### src/rtl/jpeg_stream_sequencer.sv
// Frame sequencer: replays the header ROM, forwards stuffed scan bytes, waits for drain, appends EOI.
// Optional: define JPEG_SEQ_BYTE_COUNT_EN to add a 32-bit byte_count output.
module jpeg_stream_sequencer #(
    parameter int HEADER_LEN  = 623,
    parameter int HDR_ADDR_W  = 10,
    parameter int DRAIN_QUIET = 4
) (
    input  logic                  clock,
    input  logic                  reset,
    input  logic                  start,
    output logic [HDR_ADDR_W-1:0] header_addr,
    input  logic [7:0]            header_data,
    output logic                  scan_enable,
    input  logic                  scan_done,
    input  logic                  stuffed_valid,
    input  logic [7:0]            stuffed_data,
    input  logic                  stuffer_overflow,
    output logic                  out_valid,
    output logic [7:0]            out_data,
    output logic                  busy,
    output logic                  frame_done,
    output logic                  error
`ifdef JPEG_SEQ_BYTE_COUNT_EN
    ,
    output logic [31:0]           byte_count
`endif
);

    localparam int CNT_W = $clog2(DRAIN_QUIET + 1);
    localparam logic [HDR_ADDR_W-1:0] LAST_ADDR  = HDR_ADDR_W'(HEADER_LEN - 1);
    localparam logic [CNT_W-1:0]      QUIET_LAST = CNT_W'(DRAIN_QUIET - 1);
    localparam logic [CNT_W-1:0]      QUIET_MAX  = CNT_W'(DRAIN_QUIET);

    typedef enum logic [2:0] {
        IDLE,
        HEADER,
        HDR_LAST,
        SCAN,
        DRAIN,
        EOI_FF,
        EOI_D9
    } state_t;

    state_t                  state_q, state_d;
    logic [HDR_ADDR_W-1:0]   hdrAddr_q, hdrAddr_d;
    logic [CNT_W-1:0]        drainCnt_q, drainCnt_d;
    logic                    outValid_q, outValid_d;
    logic [7:0]              outData_q, outData_d;
    logic                    frameDone_q, frameDone_d;
    logic                    error_q, error_d;

    always_comb begin
        state_d     = state_q;
        hdrAddr_d   = hdrAddr_q;
        drainCnt_d  = drainCnt_q;
        outValid_d  = 1'b0;
        outData_d   = outData_q;
        frameDone_d = 1'b0;
        error_d     = error_q | stuffer_overflow;

        case (state_q)
            IDLE: begin
                if (stuffed_valid) error_d = 1'b1;
                if (start) begin
                    state_d   = HEADER;
                    hdrAddr_d = '0;
                end
            end
            HEADER: begin
                // ROM data arriving now belongs to the address issued last cycle
                outValid_d = 1'b1;
                outData_d  = header_data;
                if (stuffed_valid) error_d = 1'b1;
                if (hdrAddr_q == LAST_ADDR) begin
                    state_d = HDR_LAST;
                end else begin
                    hdrAddr_d = hdrAddr_q + HDR_ADDR_W'(1);
                end
            end
            HDR_LAST: begin
                if (stuffed_valid) error_d = 1'b1;
                state_d = SCAN;
            end
            SCAN: begin
                outValid_d = stuffed_valid;
                if (stuffed_valid) outData_d = stuffed_data;
                if (scan_done) begin
                    state_d    = DRAIN;
                    drainCnt_d = '0;
                end
            end
            DRAIN: begin
                outValid_d = stuffed_valid;
                if (stuffed_valid) begin
                    outData_d  = stuffed_data;
                    drainCnt_d = '0;
                end else if (drainCnt_q == QUIET_LAST) begin
                    state_d = EOI_FF;
                end else if (drainCnt_q != QUIET_MAX) begin
                    drainCnt_d = drainCnt_q + CNT_W'(1);
                end
            end
            EOI_FF: begin
                if (stuffed_valid) error_d = 1'b1;
                outValid_d = 1'b1;
                outData_d  = 8'hFF;
                state_d    = EOI_D9;
            end
            EOI_D9: begin
                if (stuffed_valid) error_d = 1'b1;
                outValid_d  = 1'b1;
                outData_d   = 8'hD9;
                frameDone_d = 1'b1;
                state_d     = IDLE;
            end
            default: state_d = IDLE;
        endcase

        // The ROM is driven from the next address so it is one read ahead of the state register
        if (reset) hdrAddr_d = '0;
    end

    always_ff @(posedge clock) begin
        if (reset) begin
            state_q     <= IDLE;
            hdrAddr_q   <= '0;
            drainCnt_q  <= '0;
            outValid_q  <= 1'b0;
            outData_q   <= 8'h00;
            frameDone_q <= 1'b0;
            error_q     <= 1'b0;
        end else begin
            state_q     <= state_d;
            hdrAddr_q   <= hdrAddr_d;
            drainCnt_q  <= drainCnt_d;
            outValid_q  <= outValid_d;
            outData_q   <= outData_d;
            frameDone_q <= frameDone_d;
            error_q     <= error_d;
        end
    end

    assign header_addr = hdrAddr_d;
    assign scan_enable = (state_q == SCAN);
    assign busy        = (state_q != IDLE);
    assign out_valid   = outValid_q;
    assign out_data    = outData_q;
    assign frame_done  = frameDone_q;
    assign error       = error_q;

`ifdef JPEG_SEQ_BYTE_COUNT_EN
    logic [31:0] byteCount_q, byteCount_d;

    always_comb begin
        byteCount_d = byteCount_q + {31'd0, outValid_q};
        if (state_q == IDLE && start) byteCount_d = '0;
    end

    always_ff @(posedge clock) begin
        if (reset) begin
            byteCount_q <= '0;
        end else begin
            byteCount_q <= byteCount_d;
        end
    end

    assign byte_count = byteCount_q;
`endif

endmodule
### config.mk
export PLATFORM = sky130hd
export DESIGN_NAME = jpeg_stream_sequencer
export DESIGN_NICKNAME = d
export VERILOG_FILES = /design/src/rtl/jpeg_stream_sequencer.sv
export SDC_FILE = /design/constraint.sdc
export NUM_CORES = 1
export LEC_CHECK = 0
export ABC_AREA = 0
export ABC_CLOCK_PERIOD_IN_PS = 4300
export CAP_MARGIN = 30
export CORE_MARGIN = 2
export CORE_UTILIZATION = 60
export CTS_CLUSTER_SIZE = 28
export DETAILED_ROUTE_END_ITERATION = 8
export DONT_BUFFER_PORTS = 1
export PLACE_DENSITY = 0.78
export SLEW_MARGIN = 20
export SYNTH_ARGS = -nofsm -noshare
export SYNTH_HDL_FRONTEND = slang
export SYNTH_SLANG_ARGS = --single-unit
### constraint.sdc
create_clock -name clock -period 4.3 [get_ports clock]
set_input_delay 1.075 -clock clock [delete_from_list [all_inputs] [get_ports clock]]
set_output_delay 1.075 -clock clock [all_outputs]
set_load 0.02 [all_outputs]
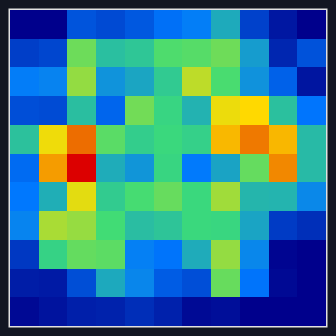
Figure 1: run 1, signal metal coverage by tile.
11 x 11 tiles, from dark blue (low) to red (high), scaled to the fullest tile. Values are wire area over tile area, all layers added.
26% of the tiles are over half the peak. The fullest tile reaches 0.53. The emptiest ninth of the die: bottom right.

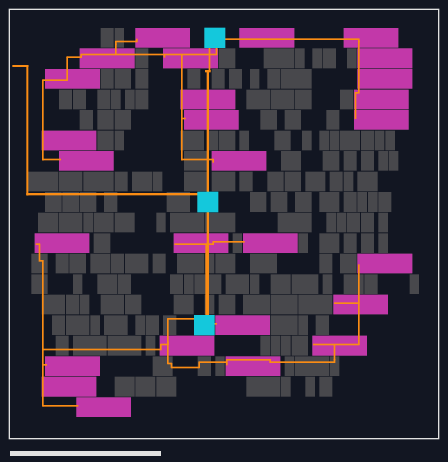
Figure 2: run 1, clock network drawn from the DEF.
The bar under the picture is 20 µm long.
Key: orange = clock wires [length 301 µm]; magenta = flip-flops [count 27]; cyan = clock drivers [count 3]
Position of the flops: widely spread. There are 4 routed clock nets.
source-to-sink clock delay at the later pin of the worst-skew pair: 0.33 ns
part of the total power dissipated in the clock network: 16.8%
clk_skew: 0.009706 ns
reported clock group power: 0.108 mW

==> summary.log, run 1 <==
[final_timing] Max-slew headroom 45.62%
[yosys] number of enable-type register cells in the synthesized netlist 0
[die] std cell rows 19
[final_timing] highest attainable clock frequency 261.4 MHz
[die] core area 2686 µm²
[final_timing] crit share post-route 88.98%
[yosys] cell accounting for the most synthesized area sky130_fd_sc_hd__dfxtp_1
[final_timing] final critical-path required period 3.826 ns
[yosys] cells after synthesis 213
[drt] Routed Wire Length 3725 µm
[worst_setup_path] Worst EP required 3.22 ns
[drt] via count of the routed design 1560
[power] switching power summed over all nets 0.2574 mW
[clock_network] clock tree from TritonCTS built
[drt] Avg WL per Cell 15.85 µm
[cells_and_area] clk tree area frac 1.648%
[global_routing] first-pass GRT wire length 6085 µm
[worst_hold_path] class of the tightest hold or removal check reg -> reg
[worst_setup_path] maximum net fanout on the critical path 23
[worst_hold_path] Worst Hold Depth 2
[power] part of the total power dissipated in sequential elements 52.5%
[die] Die Wd 56.73 µm
[clock_network] number of buffers added for setup after CTS 0
[yosys] total of warnings raised by yosys 0
[clock_network] post-cts hold-fix buffer tally 0
[cells_and_area] Nets 232
[drt] Initial DRC Count 94
[worst_setup_path] WS Path Type reg -> out
[clock_network] post-CTS resize count 0
[final_timing] total negative slack for setup checks 0 ns
[yosys] fraction of post-synthesis cell area in the top cell type by area 32.41%
[worst_setup_path] Critical Path End header_addr[8]
[clock_network] buffer cell driving the clock tree root sky130_fd_sc_hd__clkbuf_4
[die] Chip Height 56.73 µm
[final_timing] count of final hold-check violations 0
[cells_and_area] most numerous logic cells after layout sky130_fd_sc_hd__dfxtp_1, sky130_fd_sc_hd__a21oi_1, sky130_fd_sc_hd__nor2_1
[clock_network] Max Buffers Root-to-Sink 2
[cells_and_area] register cell area after layout 540.5 µm²
[yosys] combined area of all synthesized cells 1668 µm²
[drt] TritonRoute pass-1 iters 4
[cells_and_area] growth of design area from synthesis to finish 0.1499%
[global_routing] number of global-route vias before repair 1378
[worst_setup_path] nature of the critical path startpoint register
[cells_and_area] Non-clock buffer share 0.4494%
[die] Die ar. 3218 µm²
[cells_and_area] area-dominant cell class after layout combinational gates
[drt] Via density 6.638
[power] switching portion of total power 39.99%
[global_routing] maximum number of pins on one net before global-route repair 33
[placement] count of buffers from port buffering 0
[die] count of boundary I/O pins 45
[cells_and_area] number of inserted filler cells in the final layout 254
[yosys] post-synthesis sequential area ratio 32.41%
[worst_setup_path] Reg2Reg Setup Slack 2.12 ns
[worst_setup_path] launching point of the worst reg2reg path state_q[0]$_SDFFE_PP0P_
[global_routing] GRT overflow 0
[power] peak supply drop 0.2425 mV
[yosys] mean post-synth cell area 7.830 µm²
[cells_and_area] count of buffers not belonging to the clock network in the layout 1
[clock_network] deepest level of the CTS H-tree 1
[final_timing] RSZ-0062 raised after global routing no
[power] cell-internal power 0.3862 mW
[worst_setup_path] arrival time at the worst endpoint 2.75 ns
[cells_and_area] most common cell after layout, fill and taps aside sky130_fd_sc_hd__dfxtp_1
[yosys] number of nets in the synthesized netlist 240
[cells_and_area] Signal inverters 10
[cells_and_area] Post-Layout Inst Area 1670 µm²
[outcome] result of the run finished, final reports clean
[final_timing] final tally of max-slew violations 0
[worst_hold_path] Worst Hold Launch drainCnt_q[0]$_SDFFE_PP0P_
[drt] residual antenna-violating net count after detailed routing 0
[worst_hold_path] end point of the worst hold path drainCnt_q[0]$_SDFFE_PP0P_
[cells_and_area] total area of multi-input combinational cells 1018 µm²
[yosys] synthesized chip area reported by yosys 1668 µm²
[cells_and_area] Seq/total area 32.36%
[worst_setup_path] number of cells on the worst reg-to-reg path 4
[worst_setup_path] reg2reg end hdrAddr_q[8]$_SDFF_PP0_
[die] Starting Density 62.09%
[worst_setup_path] worst setup path startpoint state_q[0]$_SDFFE_PP0P_
[yosys] library cells used by synthesis 54
[run] max-capacitance violation count 0
[global_routing] all-layer global routing usage 23.64%
[power] power per standard cell area 385.3 nW/µm²
[final_timing] Least-Margin Pin Slew 0.8157 ns
[run] OpenROAD warnings 28
[cells_and_area] layout cell share with drive strength beyond 1 6.863%
[final_timing] number of failing setup endpoints in the final timing report 0
[global_routing] antenna violations before repair 0
[cells_and_area] count of inserted antenna diode cells 0
[yosys] flops & latches, synth 27
[yosys] proportion of synthesized flip-flops having asynchronous set or reset 0%
[cells_and_area] Comb area share 60.97%
[clock_network] number of sinks handled by clock tree synthesis 27
[cells_and_area] number of flip-flops and latches 27
[yosys] top cells by area, synth sky130_fd_sc_hd__dfxtp_1, sky130_fd_sc_hd__a21oi_1, sky130_fd_sc_hd__nor2_1, sky130_fd_sc_hd__nand2_1, sky130_fd_sc_hd__ha_1
[clock_network] clock transition at the registers of the reported paths 0.14 ns
[yosys] ys cells 213
[placement] post-DP HPWL 2721 µm
[power] Leakage Power 0.5744 nW
[cells_and_area] comb_multi_in 162
[power] Comb power frac 30.7%
[placement] placed inst area 1643 µm²
[yosys] Most common reg cell sky130_fd_sc_hd__dfxtp_1
[die] n_taps 31
[clock_network] TritonCTS buffer count 3
[worst_setup_path] kind of end point of the critical path output port
[cells_and_area] Clock buffer cells 3
[drt] DRC Markers 0
[placement] gp weighted congestion 0.8928
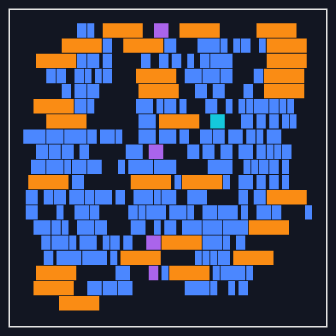
Figure 3: run 1, placement by cell class.
Key: orange = flops [cells 27, share of their area 33%]; cyan = other buffers and delay cells [cells 1, share of their area 0.46%]; purple = clock drivers and dummy loads [cells 4, share of their area 1.7%]; blue = combinational and other logic [cells 172, share of their area 65%]

[run 1: worst max-delay path: stages (launching register included)]
cell,delay (ns)
sky130_fd_sc_hd__dfxtp_1,0.75
sky130_fd_sc_hd__nor3b_2,0.59
sky130_fd_sc_hd__o31ai_1,0.21
sky130_fd_sc_hd__or3_1,0.41
sky130_fd_sc_hd__a31oi_1,0.46
[run 1: cell families (layout without fill, tap and decap cells)]
group	count (synthesis)	count (layout)	synth area share (%)
AND-OR/OR-AND	81	81	31.73
adder cells (fa/ha/maj)	5	5	3.751
buffers and inverters	24	15	6.526
flip-flops	27	27	32.41
multiplexers	4	4	2.551
AND/OR/NAND/NOR	72	72	23.03
[run 1: registers in the layout (all words and copies together), names as in the netlist]
name,count
out_valid,1
drainCnt_q,3
error,1
hdrAddr_q,10
out_data,8
frame_done,1
state_q,3
[run 1: routing by layer]
layer	GRT usage (%)	wire [µm]	part of all wire [%]	vias up
met5	0	0	0	-
met4	9.864	51	1.4	0
met3	3.917	219	5.9	5
met2	40.37	1901	51	48
met1	29.12	1553	42	729
li1	-	-	-	778
[run 1: Yosys cell counts (2+ instances only)]
library cell                n
sky130_fd_sc_hd__buf_6      2
sky130_fd_sc_hd__o21a_1     2
sky130_fd_sc_hd__nand4_1    2
sky130_fd_sc_hd__inv_1      9
sky130_fd_sc_hd__clkbuf_1   8
sky130_fd_sc_hd__buf_2      3
sky130_fd_sc_hd__a221oi_1   2
sky130_fd_sc_hd__a211o_1    2
sky130_fd_sc_hd__mux2_2     2
sky130_fd_sc_hd__nor2_1    21
sky130_fd_sc_hd__o221ai_1   2
sky130_fd_sc_hd__o21ai_0   12
sky130_fd_sc_hd__nor3_1     2
sky130_fd_sc_hd__nand3b_1   3
sky130_fd_sc_hd__nand3_1    3
sky130_fd_sc_hd__dfxtp_1   27
sky130_fd_sc_hd__nand2_1   18
sky130_fd_sc_hd__or3_1      4
sky130_fd_sc_hd__o22ai_1    5
sky130_fd_sc_hd__o32ai_1    2
sky130_fd_sc_hd__mux2i_1    2
sky130_fd_sc_hd__a31oi_1    6
sky130_fd_sc_hd__o211ai_1   6
sky130_fd_sc_hd__nand2b_1   5
sky130_fd_sc_hd__ha_1       5
sky130_fd_sc_hd__a211oi_1   4
sky130_fd_sc_hd__a21oi_1   25
sky130_fd_sc_hd__a31o_2     3
[run 1: through the flow]
stage / utilization (%) / total power, mW / cells / worst slack, ns / hold slack [ns]
after floorplan: - / 0.5188 / 213 / 1.335 / 0.4623
after global placement: 61.16 / 0.5299 / 231 / 0.9801 / 0.4658
after detailed placement: 61.16 / 0.5379 / 231 / 0.8915 / 0.4843
after CTS: 62.18 / 0.6465 / 235 / 0.4795 / 0.5073
after global routing: 62.18 / 0.6871 / 235 / 0.2475 / 0.5744
final: 62.18 / 0.6437 / 235 / 0.4740 / 0.5079
[run 1: power by group through the flow]
stage          Combinational [mW]  Clock [mW]  Sequential, mW
4_1_cts                     0.195       0.113           0.338
3_3_place_gp                0.188           0           0.342
3_5_place_dp                0.195           0           0.343
6_report                    0.198       0.108           0.338
2_1_floorplan               0.202           0           0.317
5_1_grt                     0.223       0.120           0.344
==> run 1 -> run 2 <==
--- a/config.mk
+++ b/config.mk
@@ -6,7 +6,7 @@
 export NUM_CORES = 1
 export LEC_CHECK = 0
 export ABC_AREA = 0
-export ABC_CLOCK_PERIOD_IN_PS = 4300
+export ABC_CLOCK_PERIOD_IN_PS = 4250
 export CAP_MARGIN = 30
 export CORE_MARGIN = 2
 export CORE_UTILIZATION = 60
==> constraint.sdc (replaced) <==
create_clock -name clock -period 4.25 [get_ports clock]
set_input_delay 1.0625 -clock clock [delete_from_list [all_inputs] [get_ports clock]]
set_output_delay 1.0625 -clock clock [all_outputs]
set_load 0.02 [all_outputs]
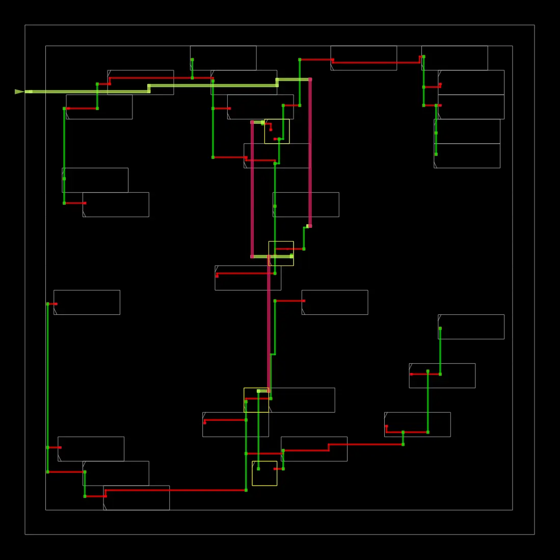
Figure 4: run 2, the clock network.
clk_skew: 0.001437 ns
number of sinks handled by clock tree synthesis: 27
Clock buffer cells: 3
reported clock group power: 0.118 mW
number of flip-flops and latches: 27

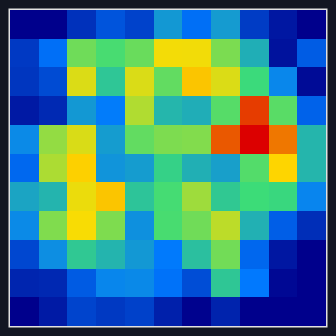
Figure 5: run 2, signal metal coverage by tile.
11 x 11 tiles, from dark blue (low) to red (high), scaled to the fullest tile. Values are wire area over tile area, all layers added.
The fullest tile reaches 0.55. The densest ninth of the die: right middle. 9.1% of the tiles are nearly empty. The emptiest ninth of the die: bottom right.
Avg WL per Cell: 16.74 µm
all-layer global routing usage: 24.35%
Routed Wire Length: 3934 µm
via count of the routed design: 1594

==> run 2 against run 1 <==
  * Wire length rose by 5.6%
  * Sequential share of layout area barely moved
  * Power rose by 3.0%
  * First-iteration DRC count rose by 23%
  * Register-to-register slack got worse by 0.06 ns
  * Synthesized cell count did not move
  * Worst hold slack improved by 0.0046 ns
  * Die size did not move
  * Sequential cell count did not move
  * Core utilization rose by 0.093 points
  * Via count rose by 2.2%
  * Critical path depth did not move
  * Critical path type unchanged
  * Critical endpoint unchanged
  * Largest power group unchanged
  * Highest routed layer unchanged
==> summary.log, run 2 <==
[worst_setup_path] kind of end point of the critical path output port
[worst_setup_path] slowest cell on the critical path sky130_fd_sc_hd__dfxtp_1
[final_timing] final critical-path required period 3.845 ns
[final_timing] final tally of max-slew violations 0 [unchanged]
[cells_and_area] most numerous logic cells after layout sky130_fd_sc_hd__dfxtp_1, sky130_fd_sc_hd__a21oi_1, sky130_fd_sc_hd__nor2_1
[cells_and_area] number of flip-flops under the largest register name 10 [unchanged]
[drt] Initial DRC Count 116 [+23%]
[die] Starting Density 62.09% [unchanged]
[power] peak supply drop 0.2779 mV [+15%]
[die] std cell rows 19 [unchanged]
[yosys] mean post-synth cell area 7.830 µm² [unchanged]
[worst_setup_path] peak per-stage delay on the critical path 0.77 ns [+0.02 ns]
[yosys] cells after synthesis 213 [unchanged]
[final_timing] crit share post-route 90.47%
[final_timing] total negative slack for setup checks 0 ns [unchanged]
[worst_setup_path] WS Path Type reg -> out
[clock_network] clock tree from TritonCTS built
[final_timing] number of failing setup endpoints in the final timing report 0 [unchanged]
[cells_and_area] layout cell share with drive strength beyond 1 6.863% [unchanged]
[cells_and_area] most common cell after layout, fill and taps aside sky130_fd_sc_hd__dfxtp_1
[drt] TritonRoute pass-1 iters 5 [+1]
[run] max-capacitance violation count 0 [unchanged]
[die] core area 2686 µm² [unchanged]
[cells_and_area] register with the most flip-flops hdrAddr_q
[run] OpenROAD warnings 28 [unchanged]
[worst_setup_path] number of cells on the worst reg-to-reg path 4 [unchanged]
[clock_network] TritonCTS buffer count 3 [unchanged]
[clock_network] number of buffers added for setup after CTS 0 [unchanged]
[die] Die Wd 56.73 µm [unchanged]
[worst_setup_path] nature of the critical path startpoint register
[clock_network] source-to-sink clock delay at the later pin of the worst-skew pair 0.34 ns [about the same]
[power] power per standard cell area 396.4 nW/µm² [+2.9%]
[worst_setup_path] Reg2Reg Setup Slack 2.06 ns [-0.06 ns]
[yosys] commonest cells in the synthesized netlist sky130_fd_sc_hd__dfxtp_1, sky130_fd_sc_hd__a21oi_1, sky130_fd_sc_hd__nor2_1, sky130_fd_sc_hd__nand2_1, sky130_fd_sc_hd__o21ai_0
[global_routing] maximum number of pins on one net before global-route repair 33 [unchanged]
[yosys] combined area of all synthesized cells 1668 µm² [unchanged]
[die] Die ar. 3218 µm² [unchanged]
[worst_setup_path] Worst EP required 3.19 ns [-0.03 ns]
[drt] residual antenna-violating net count after detailed routing 0 [unchanged]
[yosys] flops & latches, synth 27 [unchanged]
[global_routing] GRT overflow 0 [unchanged]
[yosys] total of warnings raised by yosys 0 [unchanged]
[worst_hold_path] end point of the worst hold path drainCnt_q[0]$_SDFFE_PP0P_
[worst_setup_path] arrival time at the worst endpoint 2.78 ns [+0.03 ns]
[final_timing] Least-Margin Pin Slew 0.8198 ns [+0.004113 ns]
[global_routing] antenna violations before repair 0 [unchanged]
[worst_setup_path] Critical Path, Cell by Cell nor3b_2, o31ai_1, or3_1, a31oi_1
[yosys] ys cells 213 [unchanged]
[clock_network] clock transition at the registers of the reported paths 0.15 ns [about the same]
[placement] post-DP HPWL 2766 µm [+1.6%]
[clock_network] deepest level of the CTS H-tree 1 [unchanged]
[yosys] proportion of synthesized flip-flops having asynchronous set or reset 0% [unchanged]
[die] Chip Height 56.73 µm [unchanged]
[yosys] fraction of post-synthesis cell area in the top cell type by area 32.41% [unchanged]
[clock_network] buffer cell driving the clock tree root sky130_fd_sc_hd__clkbuf_4
[final_timing] Max-slew headroom 45.35% [-0.27 points]
[drt] Via density 6.783 [+2.2%]
[yosys] post-synthesis sequential area ratio 32.41% [unchanged]
[final_timing] count of final hold-check violations 0 [unchanged]
[yosys] top cells by area, synth sky130_fd_sc_hd__dfxtp_1, sky130_fd_sc_hd__a21oi_1, sky130_fd_sc_hd__nor2_1, sky130_fd_sc_hd__nand2_1, sky130_fd_sc_hd__ha_1
[clock_network] post-CTS resize count 0 [unchanged]
[cells_and_area] count of inserted antenna diode cells 0 [unchanged]
[yosys] synthesized chip area reported by yosys 1668 µm² [unchanged]
[yosys] number of enable-type register cells in the synthesized netlist 0 [unchanged]
[yosys] library cells used by synthesis 54 [unchanged]
[yosys] cell accounting for the most synthesized area sky130_fd_sc_hd__dfxtp_1
[global_routing] number of global-route vias before repair 1440 [+4.5%]
[power] Leakage Power 0.5706 nW [-0.66%]
[placement] gp weighted congestion 0.8931 [about the same]
[yosys] number of nets in the synthesized netlist 240 [unchanged]
[global_routing] first-pass GRT wire length 6182 µm [+1.6%]
[worst_setup_path] launching point of the worst reg2reg path state_q[0]$_SDFFE_PP0P_
[die] count of boundary I/O pins 45 [unchanged]
[outcome] result of the run finished, final reports clean
[drt] DRC Markers 0 [unchanged]
[worst_hold_path] class of the tightest hold or removal check reg -> reg
[worst_setup_path] reg2reg end hdrAddr_q[8]$_SDFF_PP0_
[yosys] most numerous cell in the Yosys netlist sky130_fd_sc_hd__dfxtp_1
[placement] count of buffers from port buffering 0 [unchanged]
[worst_hold_path] Worst Hold Depth 2 [unchanged]
[cells_and_area] growth of design area from synthesis to finish 0.2998%
[worst_setup_path] maximum net fanout on the critical path 23 [unchanged]
[yosys] Most common reg cell sky130_fd_sc_hd__dfxtp_1
[clock_network] Max Buffers Root-to-Sink 2 [unchanged]
[final_timing] RSZ-0062 raised after global routing no
[worst_hold_path] Worst Hold Launch drainCnt_q[0]$_SDFFE_PP0P_
[final_timing] highest attainable clock frequency 260.1 MHz
[power] Pwr Total 0.6630 mW [+3.0%]
[clock_network] post-cts hold-fix buffer tally 0 [unchanged]
[cells_and_area] Nets 232 [unchanged]
==> run 2: final cells by class <==
type                    instances  area (µm²)
well taps                      31       38.79
repair buffers                  1       7.507
multi-input cells             162        1018
clock buffers                   3       22.52
flip-flops and latches         27       540.5
fillers                       249        1013
inverters                      10       37.54
clock inverters                 1       7.507
==> run 2: how the worst max path moves through the flow <==
stage,slack [ns],startpoint,depth (start not counted),endpoint
after floorplan,1.31,reset,2,header_addr[1]
after global placement,0.94,state_q[0]$_SDFFE_PP0P_,4,header_addr[8]
after detailed placement,0.84,state_q[0]$_SDFFE_PP0P_,4,header_addr[8]
after CTS,0.44,state_q[0]$_SDFFE_PP0P_,4,header_addr[8]
after global routing,0.16,state_q[0]$_SDFFE_PP0P_,4,header_addr[8]
final,0.41,state_q[0]$_SDFFE_PP0P_,4,header_addr[8]
==> run 2: routing by layer <==
layer  part of all wire [%]  track usage, %  vias to the layer above
li1                       -               -                      776
met1                     41           27.98                      740
met2                     51           43.02                       68
met3                    6.7           4.839                       10
met4                    1.4           10.88                        0
met5                      0               0                        -
==> run 2: critical path, delay by kind of cell, from the launching register on <==
kind	cells	cell delay [ns]
simple gates	2	1.00
compound gates	2	0.68
flops	1	0.77
==> run 2: logic make-up (layout without fill, tap and decap cells) <==
logic type / count (synthesis) / count (layout) / synth area share, %
compound gates: 81 / 81 / 31.73
simple gates: 72 / 72 / 23.03
flops: 27 / 27 / 32.41
buf+inv: 24 / 15 / 6.526
fa+ha+maj: 5 / 5 / 3.751
mux: 4 / 4 / 2.551
==> run 2: where the power goes <==
part / internal (mW) / switching [mW] / total (mW)
Sequential: 0.280 / 0.0634 / 0.343
Combinational: 0.0759 / 0.127 / 0.202
Clock: 0.0362 / 0.0815 / 0.118
Total: 0.392 / 0.271 / 0.663
==> run 2: stage by stage <==
step / hold slack, ns / util (%) / instance area (µm²) / worst slack (ns) / std cells
detailed placement: 0.4842 / 61.16 / 1643 / 0.8358 / 231
floorplan: 0.4623 / - / 1668 / 1.310 / 213
global placement: 0.4658 / 61.16 / 1643 / 0.9418 / 231
CTS: 0.5091 / 62.27 / 1673 / 0.4360 / 235
finish: 0.5125 / 62.27 / 1673 / 0.4052 / 235
global route: 0.5420 / 62.27 / 1673 / 0.1634 / 235
==> run 2 -> run 3 <==
--- a/config.mk
+++ b/config.mk
@@ -8,7 +8,7 @@
 export ABC_AREA = 0
 export ABC_CLOCK_PERIOD_IN_PS = 4250
 export CAP_MARGIN = 30
-export CORE_MARGIN = 2
+export CORE_MARGIN = 4
 export CORE_UTILIZATION = 60
 export CTS_CLUSTER_SIZE = 28
 export DETAILED_ROUTE_END_ITERATION = 8
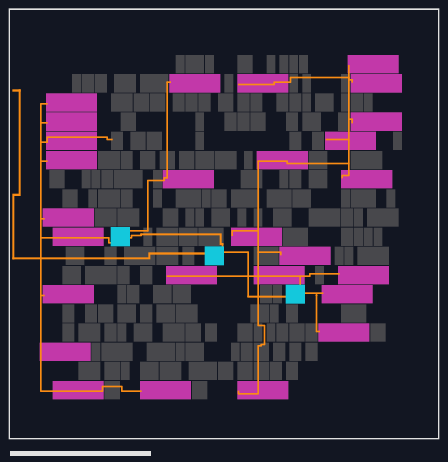
Figure 6: run 3, clock network drawn from the DEF.
The bar under the picture is 20 µm long.
Key: cyan = clock drivers [count 3]; magenta = flip-flops [count 27]; orange = clock wires [length 337 µm]
Position of the flops: widely spread.

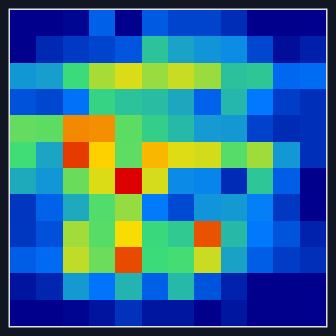
Figure 7: run 3, signal metal coverage by tile.
12 x 12 tiles, from dark blue (low) to red (high), scaled to the fullest tile. Values are wire area over tile area, all layers added.
24% of the tiles are over half the peak. 14% of the tiles are nearly empty. The fullest tile reaches 0.57. The emptiest ninth of the die: bottom right. The mean over all tiles is 0.18.
Avg WL per Cell: 16.63 µm
all-layer global routing usage: 23.23%

==> run 3 against run 2 <==
  * Non-clock buffer count did not move
  * Sequential power barely moved
  * Clock-buffer cell count did not move
  * Via count fell by 1.6%
  * Worst hold slack got worse by 0.0082 ns
  * Critical path type unchanged
==> summary.log, run 3 <==
[outcome] result of the run finished, final reports clean
[cells_and_area] Nets 232 [unchanged]
[die] std cell rows 18 [-1]
[die] count of boundary I/O pins 45 [unchanged]
[yosys] cell accounting for the most synthesized area sky130_fd_sc_hd__dfxtp_1
[final_timing] RSZ-0062 raised after global routing no
[power] part of the total power dissipated in the clock network 17.0% [-0.8 points]
[cells_and_area] register with the most flip-flops hdrAddr_q
[clock_network] clock transition at the registers of the reported paths 0.15 ns [about the same]
[drt] Routed Wire Length 3891 µm [-1.1%]
[final_timing] final critical-path required period 3.837 ns [-0.008179 ns]
[cells_and_area] most common cell after layout, fill and taps aside sky130_fd_sc_hd__dfxtp_1
[global_routing] number of global-route vias before repair 1466 [+1.8%]
[drt] DRC Markers 0 [unchanged]
[power] Comb power frac 31.0% [+0.5 points]
[die] core area 2567 µm² [-4.4%]
[yosys] number of enable-type register cells in the synthesized netlist 0 [unchanged]
[yosys] mean post-synth cell area 7.830 µm² [unchanged]
[cells_and_area] number of inserted filler cells in the final layout 249 [unchanged]
[yosys] synthesized chip area reported by yosys 1668 µm² [unchanged]
[global_routing] maximum number of pins on one net before global-route repair 33 [unchanged]
[final_timing] total negative slack for setup checks 0 ns [unchanged]
[final_timing] post-route worst setup slack 0.4134 ns [+0.008179 ns]
[clock_network] Max Buffers Root-to-Sink 2 [unchanged]
[final_timing] crit share post-route 90.27% [-0.19 points]
[final_timing] count of final hold-check violations 0 [unchanged]
[clock_network] buffer cell driving the clock tree root sky130_fd_sc_hd__clkbuf_4
[final_timing] Least-Margin Pin Slew 0.9173 ns [+0.09751 ns]
[yosys] Most common reg cell sky130_fd_sc_hd__dfxtp_1
[die] Die Wd 60.73 µm [+7.1%]
[die] Die ar. 3688 µm² [+15%]
[clock_network] source-to-sink clock delay at the later pin of the worst-skew pair 0.33 ns [about the same]
[drt] Via density 6.705 [-1.1%]
[worst_setup_path] arrival time at the worst endpoint 2.77 ns [about the same]
[worst_setup_path] kind of end point of the critical path output port
[power] cell-internal power 0.3907 mW [-0.25%]
[global_routing] first-pass GRT wire length 6541 µm [+5.8%]
[worst_hold_path] class of the tightest hold or removal check reg -> reg
[yosys] number of nets in the synthesized netlist 240 [unchanged]
[power] switching portion of total power 40.48% [-0.46 points]
[global_routing] GRT overflow 0 [unchanged]
[yosys] combined area of all synthesized cells 1668 µm² [unchanged]
[final_timing] highest attainable clock frequency 260.6 MHz [+0.21%]
[power] Leakage Power 0.5744 nW [+0.66%]
[die] Chip Height 60.73 µm [+7.1%]
[clock_network] deepest level of the CTS H-tree 1 [unchanged]
[yosys] post-synthesis sequential area ratio 32.41% [unchanged]
[yosys] total of warnings raised by yosys 0 [unchanged]
[final_timing] number of failing setup endpoints in the final timing report 0 [unchanged]
[final_timing] final tally of max-slew violations 0 [unchanged]
[yosys] fraction of post-synthesis cell area in the top cell type by area 32.41% [unchanged]
[cells_and_area] most numerous logic cells after layout sky130_fd_sc_hd__dfxtp_1, sky130_fd_sc_hd__a21oi_1, sky130_fd_sc_hd__nor2_1
[global_routing] antenna violations before repair 0 [unchanged]
[worst_setup_path] maximum net fanout on the critical path 23 [unchanged]
[clock_network] number of sinks handled by clock tree synthesis 27 [unchanged]
[placement] post-DP HPWL 2824 µm [+2.1%]
[power] part of the total power dissipated in sequential elements 51.9% [+0.2 points]
[power] switching power summed over all nets 0.2657 mW [-2.1%]
[clock_network] number of buffers added for setup after CTS 0 [unchanged]
[run] OpenROAD warnings 28 [unchanged]
[power] peak supply drop 0.2894 mV [+4.1%]
[die] Starting Density 64.96% [+2.9 points]
[placement] gp weighted congestion 0.8974 [+0.48%]
[clock_network] clock tree from TritonCTS built
[final_timing] Max-slew headroom 38.85% [-6.5 points]
[clock_network] post-cts hold-fix buffer tally 0 [unchanged]
[drt] Initial DRC Count 100 [-14%]
[cells_and_area] count of inserted antenna diode cells 0 [unchanged]
[run] max-capacitance violation count 0 [unchanged]
[yosys] cells after synthesis 213 [unchanged]
[placement] worst slack at placement 0.8333 ns [-0.002454 ns]
[clock_network] post-CTS resize count 0 [unchanged]
[worst_setup_path] WS Path Type reg -> out
[final_timing] final worst hold slack 0.5044 ns [-0.008161 ns]
[placement] count of buffers from port buffering 0 [unchanged]
[drt] residual antenna-violating net count after detailed routing 0 [unchanged]
[yosys] ys cells 213 [unchanged]
[cells_and_area] number of flip-flops under the largest register name 10 [unchanged]
[yosys] flops & latches, synth 27 [unchanged]
[worst_setup_path] nature of the critical path startpoint register
[yosys] library cells used by synthesis 54 [unchanged]
[cells_and_area] layout cell share with drive strength beyond 1 6.863% [unchanged]
==> run 3: final cells by class <==
type / instances / area, µm² / share of cell area (%)
Multi-Input combinational cell: 162 / 1018 / 61.02
Inverter: 10 / 37.54 / 2.249
Timing Repair Buffer: 1 / 7.507 / 0.4498
Clock buffer: 3 / 22.52 / 1.349
Sequential cell: 27 / 540.5 / 32.38
Clock inverter: 1 / 5.005 / 0.2999
Tap cell: 30 / 37.54 / 2.249
==> run 3: layer usage <==
layer	part of all wire, %	GRT usage, %	vias up
met3	11	7.872	2
met2	47	36.64	72
met1	42	30.05	719
li1	-	-	776
met5	0	0	-
met4	0.62	7.121	0
==> run 3: path summary, 6_finish.rpt <==
| path | endpoint | cells past startpoint | slack [ns] | startpoint |
|---|---|---|---|---|
| max reg2reg | out_data[1]$_SDFFE_PP0P_ | 3 | 1.98 | state_q[0]$_SDFFE_PP0P_ |
| min reg2reg | drainCnt_q[0]$_SDFFE_PP0P_ | 2 | 0.50 | drainCnt_q[0]$_SDFFE_PP0P_ |
| max | header_addr[8] | 4 | 0.41 | state_q[0]$_SDFFE_PP0P_ |
| min | drainCnt_q[0]$_SDFFE_PP0P_ | 2 | 0.50 | drainCnt_q[0]$_SDFFE_PP0P_ |
==> run 3: cell families (layout without fill, tap and decap cells) <==
kind of cell,Yosys count,after routing,synth area share (%)
muxes,4,4,2.551
adders and majority gates,5,5,3.751
and+or+nand+nor,72,72,23.03
DFF,27,27,32.41
buffers and inverters,24,15,6.526
AOI/OAI and AO/OA,81,81,31.73
==> run 3: power by group through the flow <==
stage          combinational (mW)  sequential [mW]  clock (mW)
2_1_floorplan               0.204            0.321           0
3_5_place_dp                0.201            0.346           0
5_1_grt                     0.229            0.348       0.130
4_1_cts                     0.202            0.340       0.117
3_3_place_gp                0.193            0.344           0
6_report                    0.204            0.341       0.112
==> run 3: through the flow <==
stage,utilization [%],area (µm²),power [mW],std cells
2_1_floorplan,-,1668,0.5249,213
4_1_cts,65.01,1669,0.6596,234
6_report,65.01,1669,0.6563,234
3_5_place_dp,63.94,1642,0.5475,230
5_1_grt,65.01,1669,0.7068,234
3_3_place_gp,63.94,1642,0.5366,230
==> run 3: critical path, cell delays in order, from the launching register on <==
cell                      delay (ns)
sky130_fd_sc_hd__dfxtp_1        0.75
sky130_fd_sc_hd__nor3b_2        0.60
sky130_fd_sc_hd__o31ai_1        0.22
sky130_fd_sc_hd__or3_1          0.41
sky130_fd_sc_hd__a31oi_1        0.46
Power figures rest on the tool's default switching activity, not on a simulated workload.
